Figure 1. Signal wires by layer.
Bar = 20 µm.
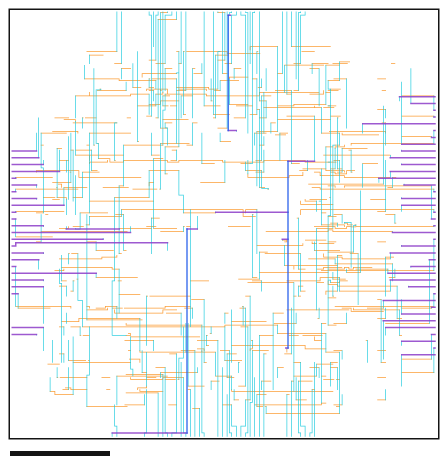
Figure 2. Close-up of the layout.
Region (11, 11) to (31, 31) µm. Cells in grey, sequential cells in the stronger grey; small squares are vias.
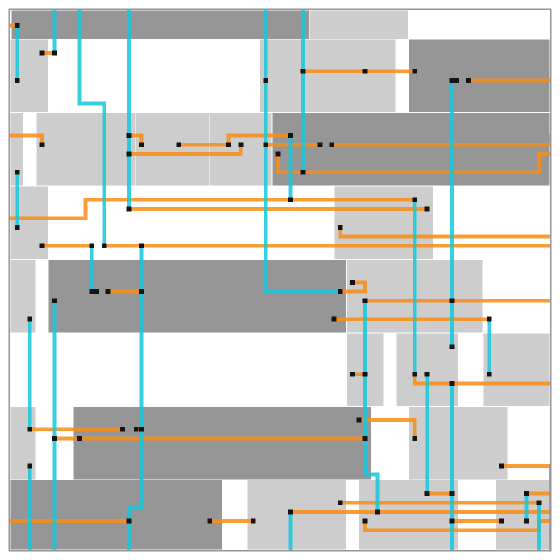
Figure 3. The clock network.
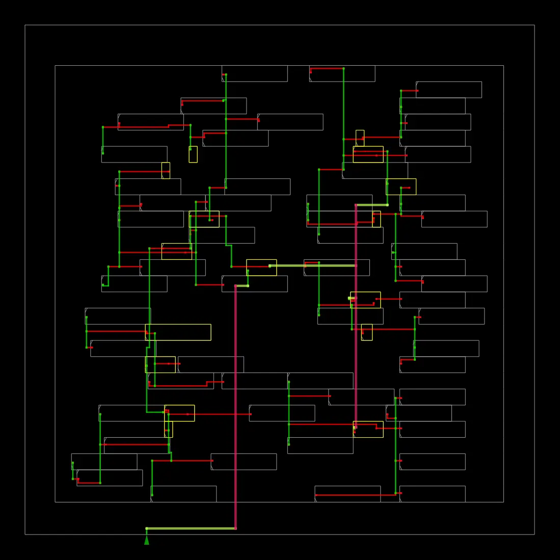
Figure 4. Clock distribution.
Bar = 20 µm.
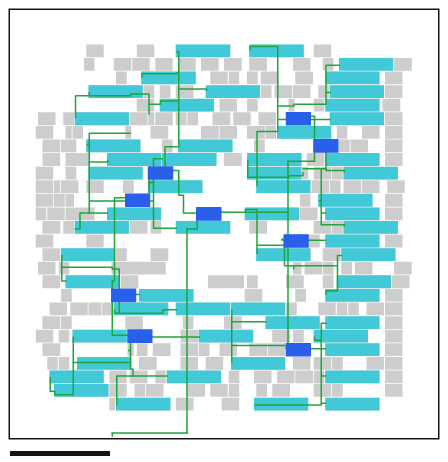
File: src/rtl/pipe_pkg.sv
// Shared widths and bundle layout for inter-stage pipeline registers.
// Default widths match the decode->readreg stage.
package pipe_pkg;

  localparam int CTRL_W    = 22;
  localparam int REG_IDX_W = 3;
  localparam int IMM_W     = 16;
  localparam int TYPE_W    = 6;
  localparam int LOAD_BIT  = 8;

  typedef struct packed {
    logic [CTRL_W-1:0]    control;
    logic [REG_IDX_W-1:0] rm;
    logic [REG_IDX_W-1:0] rn;
    logic [REG_IDX_W-1:0] rd;
    logic [IMM_W-1:0]     imm;
    logic [2:0]           used;
    logic [TYPE_W-1:0]    itype;
  } pipe_bundle_t;

  localparam int BUNDLE_W = $bits(pipe_bundle_t);

endpackage

File: src/rtl/pipe_entry.sv
// One bundle register plus valid bit, with load and clear.
// Clear wins over load; reset (active-low) zeroes payload too.
module pipe_entry #(
  parameter int W = 8
) (
  input  logic         clk,
  input  logic         rst_i,
  input  logic         load_i,
  input  logic         clr_i,
  input  logic [W-1:0] d_i,
  output logic [W-1:0] q_o,
  output logic         valid_o
);

  logic         data_en;
  logic [W-1:0] data_d;
  logic         valid_en;
  logic         valid_d;

  // flush clears only the valid bit, payload is held
  assign data_en  = !rst_i | load_i;
  assign data_d   = rst_i ? d_i : '0;
  assign valid_en = !rst_i | load_i | clr_i;
  assign valid_d  = rst_i & !clr_i & load_i;

  vDFF_en #(.N(W)) u_data (
    .clk (clk),
    .en  (data_en),
    .d   (data_d),
    .q   (q_o)
  );

  vDFF_en #(.N(1)) u_valid (
    .clk (clk),
    .en  (valid_en),
    .d   (valid_d),
    .q   (valid_o)
  );

endmodule

File: src/rtl/vDFF_en.sv
// Plain N-bit register with load enable.
// Reset and clear policy belong to the caller.
module vDFF_en #(
  parameter int N = 1
) (
  input  logic         clk,
  input  logic         en,
  input  logic [N-1:0] d,
  output logic [N-1:0] q
);

  always_ff @(posedge clk) begin
    if (en) q <= d;
  end

endmodule

File: src/rtl/pipeline_stage_skid.sv
// Valid/ready pipeline register for one decoded bundle, with flush.
// PIPE_STAGE_SKID_EN adds a skid entry so in_ready is purely registered.
module pipeline_stage_skid #(
  parameter int CTRL_W    = pipe_pkg::CTRL_W,
  parameter int REG_IDX_W = pipe_pkg::REG_IDX_W,
  parameter int IMM_W     = pipe_pkg::IMM_W,
  parameter int TYPE_W    = pipe_pkg::TYPE_W,
  parameter int LOAD_BIT  = pipe_pkg::LOAD_BIT
) (
  input  logic                 clk,
  input  logic                 rst,
  input  logic                 flush,
  input  logic                 in_valid,
  output logic                 in_ready,
  input  logic [CTRL_W-1:0]    control_in,
  input  logic [REG_IDX_W-1:0] num_Rm_in,
  input  logic [REG_IDX_W-1:0] num_Rn_in,
  input  logic [REG_IDX_W-1:0] num_Rd_in,
  input  logic [IMM_W-1:0]     imm_in,
  input  logic [2:0]           used_RmRnRd_in,
  input  logic [TYPE_W-1:0]    inst_type_in,
  output logic                 out_valid,
  input  logic                 out_ready,
  output logic [CTRL_W-1:0]    control_out,
  output logic [REG_IDX_W-1:0] num_Rm_out,
  output logic [REG_IDX_W-1:0] num_Rn_out,
  output logic [REG_IDX_W-1:0] num_Rd_out,
  output logic [IMM_W-1:0]     imm_out,
  output logic [2:0]           used_RmRnRd_out,
  output logic [TYPE_W-1:0]    inst_type_out,
  output logic                 loads,
  output logic [1:0]           occupancy
);

  localparam int BW =
    CTRL_W + 3 * REG_IDX_W + IMM_W + 3 + TYPE_W;

  logic [BW-1:0] in_bus;
  logic [BW-1:0] main_d;
  logic [BW-1:0] main_q;
  logic          main_v;
  logic          main_ld;
  logic          main_clr;
  logic          accept;
  logic          issue;

  assign in_bus = {control_in, num_Rm_in, num_Rn_in,
                   num_Rd_in, imm_in, used_RmRnRd_in,
                   inst_type_in};

  assign accept = in_valid & in_ready;
  assign issue  = out_valid & out_ready;

`ifdef PIPE_STAGE_SKID_EN
  logic [BW-1:0] skid_q;
  logic          skid_v;
  logic          skid_ld;
  logic          skid_clr;

  assign in_ready = !skid_v;

  // skid_v implies no accept, so main_d can key off skid_v alone
  always_comb begin
    main_d   = skid_v ? skid_q : in_bus;
    main_ld  = 1'b0;
    main_clr = flush;
    skid_ld  = 1'b0;
    skid_clr = flush;
    if (!flush) begin
      main_ld  = (skid_v & issue)
               | (accept & (!main_v | issue));
      main_clr = issue & !main_ld;
      skid_ld  = accept & main_v & !issue;
      skid_clr = skid_v & issue;
    end
  end

  pipe_entry #(.W(BW)) u_skid (
    .clk     (clk),
    .rst_i   (rst),
    .load_i  (skid_ld),
    .clr_i   (skid_clr),
    .d_i     (in_bus),
    .q_o     (skid_q),
    .valid_o (skid_v)
  );

  assign occupancy = {1'b0, main_v} + {1'b0, skid_v};
`else
  assign in_ready = !main_v | out_ready;

  always_comb begin
    main_d   = in_bus;
    main_ld  = 1'b0;
    main_clr = flush;
    if (!flush) begin
      main_ld  = accept;
      main_clr = issue & !accept;
    end
  end

  assign occupancy = {1'b0, main_v};
`endif

  pipe_entry #(.W(BW)) u_main (
    .clk     (clk),
    .rst_i   (rst),
    .load_i  (main_ld),
    .clr_i   (main_clr),
    .d_i     (main_d),
    .q_o     (main_q),
    .valid_o (main_v)
  );

  assign out_valid = main_v;

  assign {control_out, num_Rm_out, num_Rn_out,
          num_Rd_out, imm_out, used_RmRnRd_out,
          inst_type_out} = main_q;

  assign loads = out_valid & control_out[LOAD_BIT];

endmodule

File: config.mk
export PLATFORM = sky130hd
export DESIGN_NAME = pipeline_stage_skid
export DESIGN_NICKNAME = d
export VERILOG_FILES = /design/src/rtl/pipe_pkg.sv /design/src/rtl/pipe_entry.sv /design/src/rtl/vDFF_en.sv /design/src/rtl/pipeline_stage_skid.sv
export SDC_FILE = /design/constraint.sdc
export NUM_CORES = 1
export LEC_CHECK = 0
export ABC_AREA = 0
export CORE_MARGIN = 5
export CORE_UTILIZATION = 38
export DETAILED_ROUTE_END_ITERATION = 10
export PLACE_DENSITY = 0.8
export SLEW_MARGIN = 25
export SYNTH_ARGS = -nofsm -noshare
export SYNTH_HDL_FRONTEND = slang
export SYNTH_SLANG_ARGS = --single-unit
File: constraint.sdc
create_clock -name clk -period 4.5 [get_ports clk]
set_clock_uncertainty 0.15 [all_clocks]
set_input_delay 0.9 -clock clk [delete_from_list [all_inputs] [get_ports clk]]
set_output_delay 0.9 -clock clk [all_outputs]
set_load 0.05 [all_outputs]
==> impl_metrics.toml <==
# yosys + openroad results
[pwr]
switchingPower_uw = 378.1
p_per_area_nw_per_um2 = 380.1
p_clk_uw = 431
clkPwrFrac = 0.312

[clocking]
cts_root_buf = "clkbuf_8"
cts_hold_buf = 0

[placed_design]
dpl.hpwl_um = 3522
port_buffers = 120

[run]
cap_viol_max_count = 0

[status]
status = "completed"

[grt]
grt-busiest-layer = "met2"

[sta]
slew_headroom = 0.4195
fin_crit_sh = 0.7587

[drt]
wl_met1_um = 1882

[synthesis]
post_synth_inst_count = 131
ys_sh_aoi = 0.004598
fp_nets = 192
synthDominantCellAreaShare = 0.7862

[worst_setup_path]
crit_type = "input pin to primary output"
cp_cell_sequence = "clkdlybuf4s50_1, nor2b_1, inv_1, clkdlybuf4s50_1"

[finish]
buffer_area_frac = 0.3383

[die]
io-pin-count = 122
## Picture notes: Figure 1
legend:
  metal 2:
    colour: cyan
    wire_length: 2400 µm
  metal 1:
    colour: orange
    wire_length: 1880 µm
  metal 3:
    colour: purple
    wire_length: 437 µm
  metal 4:
    colour: blue
    wire_length: 101 µm

## Picture notes: Figure 2
legend:
  metal 2:
    colour: cyan
  metal 1:
    colour: orange
netlist names of flops here include: u_main.u_data.q (4)
sequential cells in the window: 4
cells with their middle in the window: 19
most frequent: clkdlybuf4s50_1 (6), and2_1 (5), edfxtp_1 (4)

## Picture notes: Figure 3
clk latency late pin: 0.32 ns
CTS Sinks: 57

## Picture notes: Figure 4
legend:
  clock drivers:
    colour: blue
    count: 9
  clock wires:
    colour: green
    length: 706 µm
  flip-flops:
    colour: cyan
    count: 57
routed clock nets: 10

## state kept, by name, indices dropped and copies added (netlist names)
register          flops
u_main.u_data.q      56
u_main.u_valid.q      1
## worst paths after layout
kind                                                     endpoint  slack, ns  cells after the start                  startpoint
worst max-delay path                                     in_ready       1.09                      4                   out_ready
worst min-delay path                   u_main.u_valid.q$_DFFE_PP_       0.64                      2  u_main.u_valid.q$_DFFE_PP_
worst max register to register  u_main.u_data.q[23]$_SDFFCE_PN0P_       2.36                      3  u_main.u_valid.q$_DFFE_PP_
worst min register to register         u_main.u_valid.q$_DFFE_PP_       0.64                      2  u_main.u_valid.q$_DFFE_PP_
## worst register-to-register path: cells and delay by family, from the launching register on
kind	cells	cell delay, ns
flops	1	0.45
buf+inv	1	0.30
simple gates	1	0.22
compound gates	1	0.71
